`src/rtl/imem_boot_loader_pkg.sv`:
```
// imem_boot_loader_pkg: shared state encoding and defaults for the boot loader.
// Rev 1.0. Optional feature macro: BOOT_CHECKSUM_EN (adds the CSUM state).
`default_nettype none

package imem_boot_loader_pkg;

  localparam logic [7:0] c_SYNC_BYTE_DEFAULT = 8'hA5;

  typedef enum logic [2:0] {
    S_WAIT_SYNC = 3'd0,
    S_LEN_HI    = 3'd1,
    S_LEN_LO    = 3'd2,
    S_DATA_HI   = 3'd3,
    S_DATA_LO   = 3'd4,
`ifdef BOOT_CHECKSUM_EN
    S_CSUM      = 3'd5,
`endif
    S_DONE      = 3'd6,
    S_ERR       = 3'd7
  } boot_state_e;

  // The inter-byte timeout only runs while a frame is in progress.
  function automatic logic f_timer_active(input boot_state_e s);
    return !((s == S_WAIT_SYNC) || (s == S_DONE) || (s == S_ERR));
  endfunction

endpackage

`default_nettype wire

```
`src/rtl/imem_boot_loader_timer.sv`:
```
// imem_boot_loader_timer: loadable down-counter for the inter-byte timeout.
// Rev 1.0. Clear reloads TIMEOUT_CYCLES; expired is high once the count reaches zero.
`default_nettype none

module imem_boot_loader_timer #(
  parameter int unsigned TIMEOUT_CYCLES = 1_200_000
) (
  input  logic clk,
  input  logic rst,
  input  logic i_clr,
  input  logic i_en,
  output logic o_expired
);

  localparam int c_CW = $clog2(TIMEOUT_CYCLES + 1);

  logic [c_CW-1:0] r_cnt;

  always_ff @(posedge clk) begin
    if (rst || i_clr) begin
      r_cnt <= c_CW'(TIMEOUT_CYCLES);
    end else if (i_en && (r_cnt != '0)) begin
      r_cnt <= r_cnt - c_CW'(1);
    end
  end

  assign o_expired = (r_cnt == '0);

endmodule

`default_nettype wire

```
`src/rtl/imem_boot_loader.sv`:
```
// imem_boot_loader: writes a UART byte-stream image into i_ram and releases the CPU on success.
// Rev 1.0. Optional feature macro: BOOT_CHECKSUM_EN (trailing 8-bit sum byte checked).
`default_nettype none

module imem_boot_loader
  import imem_boot_loader_pkg::*;
#(
  parameter int unsigned ADDR_W         = 12,
  parameter logic [7:0]  SYNC_BYTE      = c_SYNC_BYTE_DEFAULT,
  parameter int unsigned TIMEOUT_CYCLES = 1_200_000
) (
  input  logic              clk,
  input  logic              rst,
  input  logic [7:0]        i_rx_data,
  input  logic              i_rx_valid,
  input  logic              i_boot_req,
  output logic [ADDR_W-1:0] o_w_addr,
  output logic [15:0]       o_din,
  output logic              o_w_en,
  output logic              o_cpu_hold,
  output logic              o_boot_done,
  output logic              o_boot_err
);

  localparam logic [16:0] c_MAX_WORDS = 17'(1) << ADDR_W;

  boot_state_e       r_state;
  logic [7:0]        r_byte_hi;
  logic [ADDR_W-1:0] r_idx;
  logic [ADDR_W-1:0] r_last;
`ifdef BOOT_CHECKSUM_EN
  logic [7:0]        r_csum;
`endif

  logic        w_active;
  logic        w_expired;
  logic        w_tmr_clr;
  logic [15:0] w_len;
  logic        w_len_ok;

  assign w_active  = f_timer_active(r_state);
  assign w_tmr_clr = i_rx_valid || i_boot_req || !w_active;
  assign w_len     = {r_byte_hi, i_rx_data};
  assign w_len_ok  = (w_len != 16'd0) && ({1'b0, w_len} <= c_MAX_WORDS);

  imem_boot_loader_timer #(
    .TIMEOUT_CYCLES(TIMEOUT_CYCLES)
  ) u_timer (
    .clk      (clk),
    .rst      (rst),
    .i_clr    (w_tmr_clr),
    .i_en     (w_active),
    .o_expired(w_expired)
  );

  always_ff @(posedge clk) begin
    if (rst) begin
      r_state     <= S_WAIT_SYNC;
      r_byte_hi   <= 8'd0;
      r_idx       <= '0;
      r_last      <= '0;
`ifdef BOOT_CHECKSUM_EN
      r_csum      <= 8'd0;
`endif
      o_w_addr    <= '0;
      o_din       <= 16'd0;
      o_w_en      <= 1'b0;
      o_cpu_hold  <= 1'b1;
      o_boot_done <= 1'b0;
      o_boot_err  <= 1'b0;
    end else begin
      o_w_en <= 1'b0;
      // boot_req outranks everything, including a byte arriving the same cycle.
      if (i_boot_req) begin
        r_state     <= S_WAIT_SYNC;
        o_cpu_hold  <= 1'b1;
        o_boot_done <= 1'b0;
        o_boot_err  <= 1'b0;
      end else if (w_active && w_expired) begin
        r_state     <= S_ERR;
        o_cpu_hold  <= 1'b1;
        o_boot_done <= 1'b0;
        o_boot_err  <= 1'b1;
      end else if (i_rx_valid) begin
        case (r_state)
          S_WAIT_SYNC: begin
            if (i_rx_data == SYNC_BYTE) begin
              r_state <= S_LEN_HI;
            end
          end
          S_LEN_HI: begin
            r_byte_hi <= i_rx_data;
            r_state   <= S_LEN_LO;
          end
          S_LEN_LO: begin
            if (w_len_ok) begin
              r_idx   <= '0;
              r_last  <= ADDR_W'(w_len - 16'd1);
`ifdef BOOT_CHECKSUM_EN
              r_csum  <= 8'd0;
`endif
              r_state <= S_DATA_HI;
            end else begin
              r_state     <= S_ERR;
              o_cpu_hold  <= 1'b1;
              o_boot_done <= 1'b0;
              o_boot_err  <= 1'b1;
            end
          end
          S_DATA_HI: begin
            r_byte_hi <= i_rx_data;
`ifdef BOOT_CHECKSUM_EN
            r_csum    <= r_csum + i_rx_data;
`endif
            r_state   <= S_DATA_LO;
          end
          S_DATA_LO: begin
            o_w_en   <= 1'b1;
            o_din    <= {r_byte_hi, i_rx_data};
            o_w_addr <= r_idx;
            r_idx    <= r_idx + ADDR_W'(1);
`ifdef BOOT_CHECKSUM_EN
            r_csum   <= r_csum + i_rx_data;
`endif
            if (r_idx == r_last) begin
`ifdef BOOT_CHECKSUM_EN
              r_state <= S_CSUM;
`else
              r_state     <= S_DONE;
              o_cpu_hold  <= 1'b0;
              o_boot_done <= 1'b1;
              o_boot_err  <= 1'b0;
`endif
            end else begin
              r_state <= S_DATA_HI;
            end
          end
`ifdef BOOT_CHECKSUM_EN
          S_CSUM: begin
            if (i_rx_data == r_csum) begin
              r_state     <= S_DONE;
              o_cpu_hold  <= 1'b0;
              o_boot_done <= 1'b1;
              o_boot_err  <= 1'b0;
            end else begin
              r_state     <= S_ERR;
              o_cpu_hold  <= 1'b1;
              o_boot_done <= 1'b0;
              o_boot_err  <= 1'b1;
            end
          end
`endif
          S_DONE, S_ERR: begin
            r_state <= r_state;
          end
          default: begin
            r_state <= S_WAIT_SYNC;
          end
        endcase
      end
    end
  end

endmodule

`default_nettype wire
```
`config.mk`:
```
export PLATFORM = sky130hd
export DESIGN_NAME = imem_boot_loader
export DESIGN_NICKNAME = d
export VERILOG_FILES = /design/src/rtl/imem_boot_loader_pkg.sv /design/src/rtl/imem_boot_loader_timer.sv /design/src/rtl/imem_boot_loader.sv
export SDC_FILE = /design/constraint.sdc
export NUM_CORES = 1
export LEC_CHECK = 0
export CAP_MARGIN = 10
export CORE_MARGIN = 2
export CORE_UTILIZATION = 60
export DETAILED_ROUTE_END_ITERATION = 10
export GPL_TIMING_DRIVEN = 0
export PLACE_DENSITY = 0.84
export SYNTH_ARGS = -nofsm -noshare
export SYNTH_HDL_FRONTEND = slang
export SYNTH_SLANG_ARGS = --single-unit
```
`constraint.sdc`:
```
create_clock -name clk -period 6.2 [get_ports clk]
set_clock_uncertainty 0.1 [all_clocks]
set_input_delay 1.55 -clock clk [delete_from_list [all_inputs] [get_ports clk]]
set_output_delay 1.55 -clock clk [all_outputs]
set_load 0.02 [all_outputs]
```
==> run_1/port_trees.png <==
Scale bar: 20 microns.
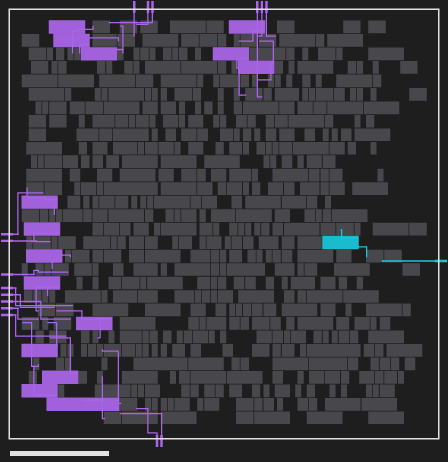
- cyan: `o_cpu_hold` (direction output; edge right; end cells 1; buffers 1; wire 20.0 microns)
- purple: `o_din` (direction output; edge 8 left, 6 top, 2 bottom; end cells 16; buffers 16; wire 356 microns)
IO Pins: 44
port bufs: 41

==> run_1/closeup.png <==
Scale bar: 10 microns. Region (9, 9) to (34, 34) microns. Cells in grey, sequential cells in the stronger grey; small squares are vias.
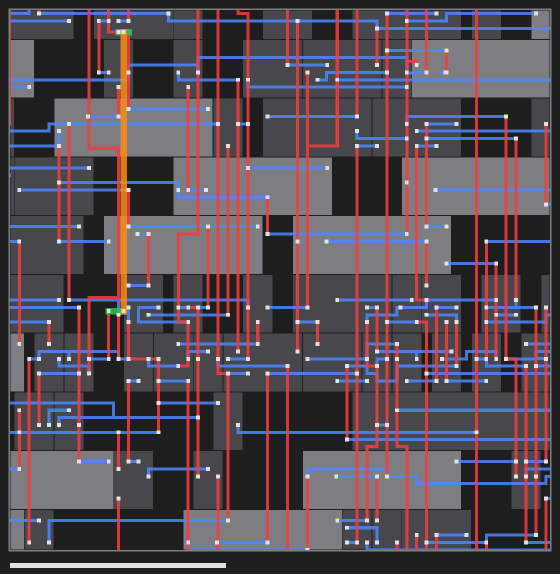
- blue: M1
- red: M2
- green: M3
- orange: M4
- sequential cells in the window: 9
- netlist names of flops here include: `r_byte_hi` (3), `u_timer.r_cnt` (3), `o_din` (2)
- cells with their middle in the window: 49
- most frequent: nand2_1 (12), dfxtp_1 (9), nor2_1 (7)

==> run_1/congestion_map.png <==
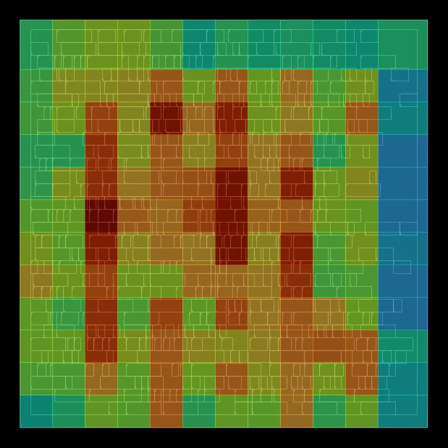
routing usage on met1: 0.356
GR Layer Usage met3: 0.0352
per-cell routed wire length: 15.5 microns
M2 GR Usage: 0.447

==> results.txt, run 1 <==
flow finished, numbers: status=complete, no violations, ANT cells=0, Hold Buf Count CTS=0, Post-Layout Inst Area=just under 5000 sq um, HPWL reported at the end of detailed placement=6910 microns, total die area=7460 sq um, internal power=843 uW, yosys cell count=roughly 490, final hold viol count=0, Util after Layout=0.722, syn nets=around 500, met3 wire len=between 400 and 500 microns, ys flop type=dfxtp_1, Vias=about 3700, HP Class=reg2reg, worst-case vdd ir drop=approximately 0.14 mV, Die Width=~86 microns, first-pass GRT wire length=16200 microns, placed cell areas=approximately 4600 sq um, layout cell share with drive strength beyond 1=0.0699, clock power share=0.444, worst-path fanout max=10, Period minus WS final=4.29 ns, # Post-CTS Setup Buffers=0, Final TNS setup=0 ns, Post-Layout Cell Count=roughly 620, clk root buf=clkbuf_8, max_cap viols=0, final setup fails=0, wire length on met2=4580 microns, Distinct lib cells used=roughly 55, pre-CTS WS=1.56 ns, Pins Over Slew Limit=0, clk sink count=88, CP endpoint kind=register, Commonest cells post-synth=88 x dfxtp_1, 78 x nand2_1, 54 x nor2_1, Die Span Y=86.4 microns, Clock Tree Buf Depth=2, Placed Instances=between 600 and 700, unrepaired setup endpoints after global routing=no, DRC Markers=0, CTS tree=done, Seq pwr share=0.528, worst setup margin=1.91 ns, PD cells=222 nW/um^2, Initial DRC Count=~360, row count=30, FP Util=0.609, cell area after synthesis=4070 sq um, initial antenna violation count=0, Net Sw Frac=0.212, Total GRT Usage=0.270, Worst EP required=6.36 ns, Fmax=0.233 GHz, sequential-to-total area share from yosys stat=0.433, DR pass1 iterations=4, Post-Synthesis Cells=487, vias per cell=roughly 5.9, Seq cells post-synth=88, Slew @ Worst Pin=0.878 ns, post-route antenna net violation count=0, Synth area leader=dfxtp_1, number of H-tree levels=3, highest routed layer=met4, yosys stat area=4070 sq um, Yosys warning count=0, vias in the first global route=3510, clock slew at reported path FFs=roughly 0.090 ns, CP Launch Type=input pin, largest net degree at the start of global routing=16, post_cts resized=0, final period utilization=0.692, main area contributors=dfxtp_1 43%, nand2_1 7.2%, a21oi_1 5.2%, most frequent cell after synthesis=dfxtp_1, worst endpoint data arrival time=between 4 and 5 ns, CP Class=in2reg, WL final=9650 microns, core area=6680 sq um, CTS Buf Count=9, Post-synth EDFFs=0, worst relative slew slack=0.413, clk latency late pin=0.35 ns, combinational share of power=0.028, ys async rst share=0, Area growth syn-to-layout=18.5%, Final GP Congestion=0.897, DRT met1 WL=around 4400 microns, Nets=~560, Psw=approximately 230 uW, Pleak=around 1.6 nW, Top-area cell share=0.433
[run 1: stage by stage]
stage               hold slack [ns]  power, mW
floorplan                     0.344      0.593
global placement              0.343      0.607
detailed placement            0.349      0.608
CTS                           0.361       1.07
global route                  0.378       1.10
finish                        0.362       1.07
[run 1: flip-flops by register name (all words and copies together) (netlist names)]
name and flops:
r_last 12, o_din 16, r_idx 12, r_byte_hi 8, o_w_addr 12, r_state 3, o_w_en 1, o_boot_done 1
o_cpu_hold 1, o_boot_err 1, u_timer.r_cnt 21
[run 1: power groups by stage]
stage	Combinational, mW	Clock [mW]	Sequential, mW
final	0.0303	0.475	0.565
after global placement	0.0289	0	0.578
after CTS	0.0298	0.479	0.565
after detailed placement	0.0295	0	0.578
after floorplan	0.0149	0	0.578
after global routing	0.0326	0.504	0.565
[run 1: kinds of logic (layout without fill, tap and decap cells)]
family | Yosys count | after routing | share of synthesized area
and+or+nand+nor | 215 | 215 | 0.262
AOI/OAI and AO/OA | 102 | 102 | 0.159
DFF | 88 | 88 | 0.433
buffers and inverters | 39 | 96 | 0.0473
xor gates and xnor gates | 30 | 30 | 0.0645
muxes | 9 | 9 | 0.0221
adders and majority gates | 4 | 4 | 0.0123
[run 1: per-layer routing]
layer	vias up	GRT usage
li1	1826	-
met2	100	0.447
met1	1737	0.356
met5	-	0
met4	0	0.114
met3	24	0.0352
[run 1: layout by cell type (no fill, tap or decap), types with 4 or more instances in the layout]
cell / n
clkdlybuf4s50_1: 41
nand2b_1: 6
xor2_1: 7
mux2i_1: 9
inv_1: 10
nand4_1: 5
nor4_1: 6
or3_1: 6
and3_1: 9
clkbuf_8: 9
nand2_1: 78
clkbuf_1: 19
a31oi_1: 6
dfxtp_1: 88
xnor2_1: 23
a311oi_1: 4
nor3_1: 11
or4_1: 5
a21oi_1: 42
o311ai_1: 7
o21ai_0: 12
nand3_1: 13
nor2_1: 54
o31ai_1: 6
buf_6: 5
ha_1: 4
buf_2: 4
a211oi_1: 12
[run 1: final cells by class]
class / count / area (sq um)
multi-input cells: 360 / 2120
fillers: 510 / 1860
flip-flops and latches: 88 / 1760
repair buffers: 41 / 410
plain buffers: 29 / 155
clock buffers: 9 / 124
clock inverters: 7 / 120
well taps: 80 / 100
inverters: 10 / 37.5
[run 1: worst paths after layout]
kind / from / end / slack, ns / cells past startpoint
hold reg to reg: o_w_addr[3] / o_w_addr[3] / 0.36 / 2
setup / recovery: i_rx_data[0] / r_last[7] / 1.91 / 11
setup reg to reg: u_timer.r_cnt[4] / u_timer.r_cnt[19] / 3.47 / 8
hold / removal: o_w_addr[3] / o_w_addr[3] / 0.36 / 2
[run 1: critical path, stage by stage]
cell	delay [ns]
clkdlybuf4s50_1	0.50
inv_1	0.13
ha_1	0.21
or4b_1	0.51
nor4b_2	0.32
xnor2_1	0.24
and4_1	0.24
clkbuf_1	0.19
buf_2	0.25
nor2_1	0.08
a211oi_1	0.23
==> run_1/gates.png <==
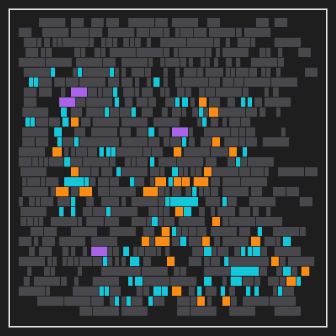

## Run 2: what changed since run 1
Settings changed: CORE_UTILIZATION 60 to 51, PLACE_DENSITY 0.84 to 0.76.
Clock period 6.2 ns to 3.5 ns, I/O delays scaled along.
==> run_2/gates.png <==
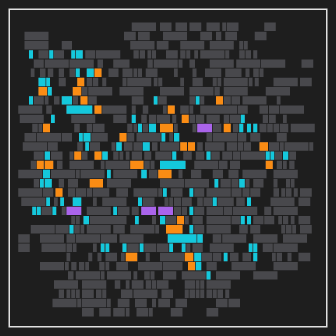
- cyan: nor cells (cells 79; most used nor2_1)
- orange: and/or cells (cells 30; most used and3_1)
- purple: fa/ha/maj cells (cells 4; most used ha_1)
combinational share of cell area: 0.442
top logic cell by instance count in the layout: dfxtp_1
Post-Layout Cell Count: 645

==> run 2 against run 1 <==
Compared with the run above: die area is 17% higher; worst setup slack got worse by 1.7 ns; first-iteration DRC count is 45% lower; worst hold slack worse by 0.0053 ns; via count down 2.5%; non-clock buffer count is 1 lower; cell area grew 0.99%; area after synthesis stayed put; sequential share of layout area is 0.36 points lower; total power up 72%; sequential cell count unchanged; critical path depth shrank 1; critical path type unchanged.
==> results.txt, run 2 <==
flow finished, numbers: DR pass1 iterations=4 (unchanged), status=complete, no violations (unchanged), Post-Synthesis Cells=487 (unchanged), DRC Markers=0 (unchanged), syn nets=503 (unchanged), Tool Warnings=27 (unchanged), Seq cells post-synth=88 (unchanged), max_cap viols=0 (unchanged), ys flop type=dfxtp_1 (unchanged), Fmax=0.300 GHz, yosys stat area=4070 sq um (unchanged), number of H-tree levels=3 (unchanged), Commonest cells post-synth=88 x dfxtp_1, 78 x nand2_1, 54 x nor2_1 (unchanged), FP Util=0.527 (was 0.609), CTS Buf Count=9 (unchanged), Cell Chain, Critical Path=clkdlybuf4s50_1, inv_1, ha_1, or4b_4, nor4b_4, xnor2_2, and4_4, buf_4, nor2_1, a211oi_1 (was clkdlybuf4s50_1, inv_1, ha_1, or4b_1, nor4b_2, xnor2_1, and4_1, clkbuf_1, buf_2, nor2_1, a211oi_1), Die Width=93.4 microns (was 86.4 microns), final hold viol count=0 (unchanged), initial antenna violation count=0 (unchanged), port bufs=41 (unchanged), CP Launch Type=input pin (unchanged), ANT cells=0 (unchanged), Pins Over Slew Limit=0 (unchanged), per-cell routed wire length=14.4 microns (was 15.5 microns), worst relative slew slack=0.414 (was 0.413), CP endpoint kind=register (unchanged), clock power share=0.426 (was 0.444), Period minus WS final=about 3.3 ns, Vias=3596 (was 3687), Slew @ Worst Pin=0.877 ns (was 0.878 ns), clock slew at reported path FFs=0.09 ns (about the same), main area contributors=dfxtp_1 43%, nand2_1 7.2%, a21oi_1 5.2% (unchanged), worst hold slack=0.356 ns (was 0.362 ns), biggest regs=u_timer.r_cnt (21), o_din (16) (unchanged), total die area=8710 sq um (was 7460 sq um), Psw=410 uW (was 227 uW), vias in the first global route=3371 (was 3510), most frequent cell after synthesis=dfxtp_1 (unchanged), Die Span Y=93.4 microns (was 86.4 microns), most frequent cells in the layout=88 x dfxtp_1, 78 x nand2_1, 54 x nor2_1 (unchanged), sequential-to-total area share from yosys stat=0.433 (unchanged), post-route antenna net violation count=0 (unchanged), row count=32 (was 30), Total GRT Usage=0.222 (was 0.270), ys async rst share=0 (unchanged), layout cell share with drive strength beyond 1=0.0773 (was 0.0699), final period utilization=0.953, HPWL reported at the end of detailed placement=6800 microns (was 6910 microns), worst endpoint data arrival time=3.50 ns (was 4.45 ns), Area growth syn-to-layout=19.7% (was 18.5%), Nets=554 (was 555), worst-case vdd ir drop=0.230 mV (was 0.144 mV), internal power=1.43 mW (was 843 uW), Hold Buf Count CTS=0 (unchanged), largest net degree at the start of global routing=17 (was 16), Final GP Congestion=0.879 (was 0.897), CTS tree=done (unchanged), Clock Tree Buf Depth=2 (unchanged), core area=7730 sq um (was 6680 sq um), Crit path largest cell delay=0.51 ns (about the same), Distinct lib cells used=55 (unchanged), total grt overflow=0 (unchanged), clk root buf=clkbuf_8 (unchanged), PD cells=377 nW/um^2 (was 222 nW/um^2), clk sink count=88 (unchanged), Seq pwr share=0.545 (was 0.528), CP max-delay cell=clkdlybuf4s50_1 (was or4b_1), Synth area leader=dfxtp_1 (unchanged), syn_area_per_cell=8.36 sq um (unchanged), worst-path fanout max=10 (unchanged), # Post-CTS Setup Buffers=0 (unchanged), CP Class=in2reg (unchanged), clk latency late pin=0.36 ns (was 0.35 ns), cell area after synthesis=4070 sq um (unchanged), Worst EP required=3.66 ns (was 6.36 ns), Pleak=1.55 nW (about the same), Net Sw Frac=0.223 (was 0.212), Reg with most FFs=u_timer.r_cnt (unchanged), max FFs per register=21 (unchanged), Initial DRC Count=199 (was 364), yosys cell count=487 (unchanged), first-pass GRT wire length=15600 microns (was 16200 microns), vias per cell=5.58 (was 5.91), unrepaired setup endpoints after global routing=no (unchanged), WL final=9290 microns (was 9650 microns), IO Pins=44 (unchanged), Yosys warning count=0 (unchanged), combinational share of power=0.029 (was 0.028), Top-area cell share=0.433 (unchanged), final setup fails=0 (unchanged), Post-synth EDFFs=0 (unchanged), HP Class=reg2reg (unchanged)
==> run_2/ff_map.png <==
Scale bar: 20 microns.
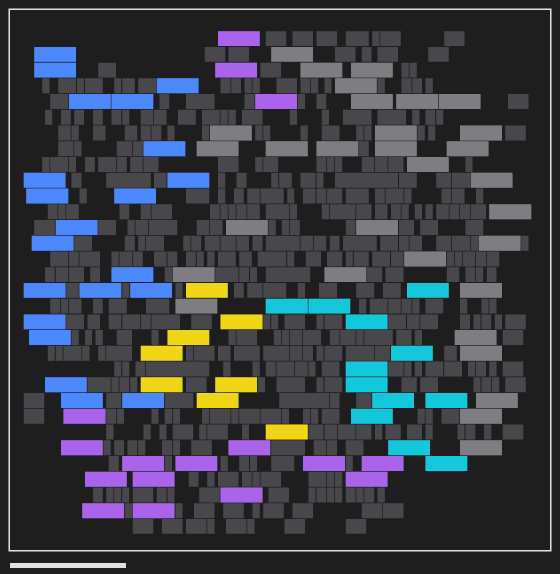
- cyan: `r_last` (sequential cells 12)
- blue: `u_timer.r_cnt` (sequential cells 21)
- yellow: `r_byte_hi` (sequential cells 8)
- purple: `o_din` (sequential cells 16)
- not coloured: 31
FF+latch area: 1760 sq um
Seq/total area: 0.361
Seq group: 1.00 mW
Util after Layout: 0.631

[run 2: critical path, delay by kind of cell]
kind / cells / cell delay, ns
adders and majority gates: 1 / 0.18
AOI/OAI and AO/OA: 1 / 0.24
and+or+nand+nor: 4 / 1.18
xor gates and xnor gates: 1 / 0.20
buffers and inverters: 3 / 0.81
[run 2: power by group through the flow]
stage	Combinational [mW]	Sequential, mW	Clock [mW]
floorplan	0.0263	1.02	0
global placement	0.0516	1.02	0
detailed placement	0.0524	1.02	0
CTS	0.0526	1.00	0.796
global route	0.0589	1.00	0.840
finish	0.0541	1.00	0.782
[run 2: logic make-up after synthesis]
group           count (synthesis)  share of synthesized area
xor+xnor                       30                     0.0645
flops                          88                      0.433
simple gates                  215                      0.262
fa+ha+maj                       4                     0.0123
buf+inv                        39                     0.0473
mux                             9                     0.0221
compound gates                102                      0.159
[run 2: worst paths after layout]
path               startpoint           to  slack, ns  cells after the start
max reg2reg  u_timer.r_cnt[0]     r_idx[8]       0.76                     10
min               o_w_addr[9]  o_w_addr[9]       0.36                      2
max              i_rx_data[0]    r_last[9]       0.17                     10
min reg2reg       o_w_addr[9]  o_w_addr[9]       0.36                      2
[run 2: metal layers]
metal,up-vias,share of wire,GRT usage
li1,1824,-,-
met1,1694,0.45,0.277
met2,57,0.50,0.385
met3,21,0.026,0.0314
met4,0,0.022,0.0919
met5,-,0,0
[run 2: cell type report]
class	count	area [sq um]
fillers	666	2850
multi-input cells	360	2150
flip-flops and latches	88	1760
repair buffers	41	410
plain buffers	28	156
well taps	102	128
clock buffers	9	124
clock inverters	7	101
inverters	10	37.5
[run 2: metrics by stage]
step | cell area (sq um) | TNS [ns] | cells | power, mW | setup slack, ns
floorplan | 4070 | 0 | 487 | 1.05 | 0.441
global placement | 4610 | -5.85 | 630 | 1.08 | -0.385
detailed placement | 4610 | -6.75 | 630 | 1.08 | -0.443
CTS | 4830 | 0 | 645 | 1.85 | 0.0834
global route | 4870 | 0 | 645 | 1.90 | 0.0128
finish | 4870 | 0 | 645 | 1.84 | 0.166
[run 2: what timing repair did]
| action | in CTS | in global routing |
|---|---|---|
| gates resized | 1 | 8 |
| pin swaps | 1 | 3 |
| setup endpoints to repair | 5 | 14 |
Power is estimated from default activity; no workload was simulated.
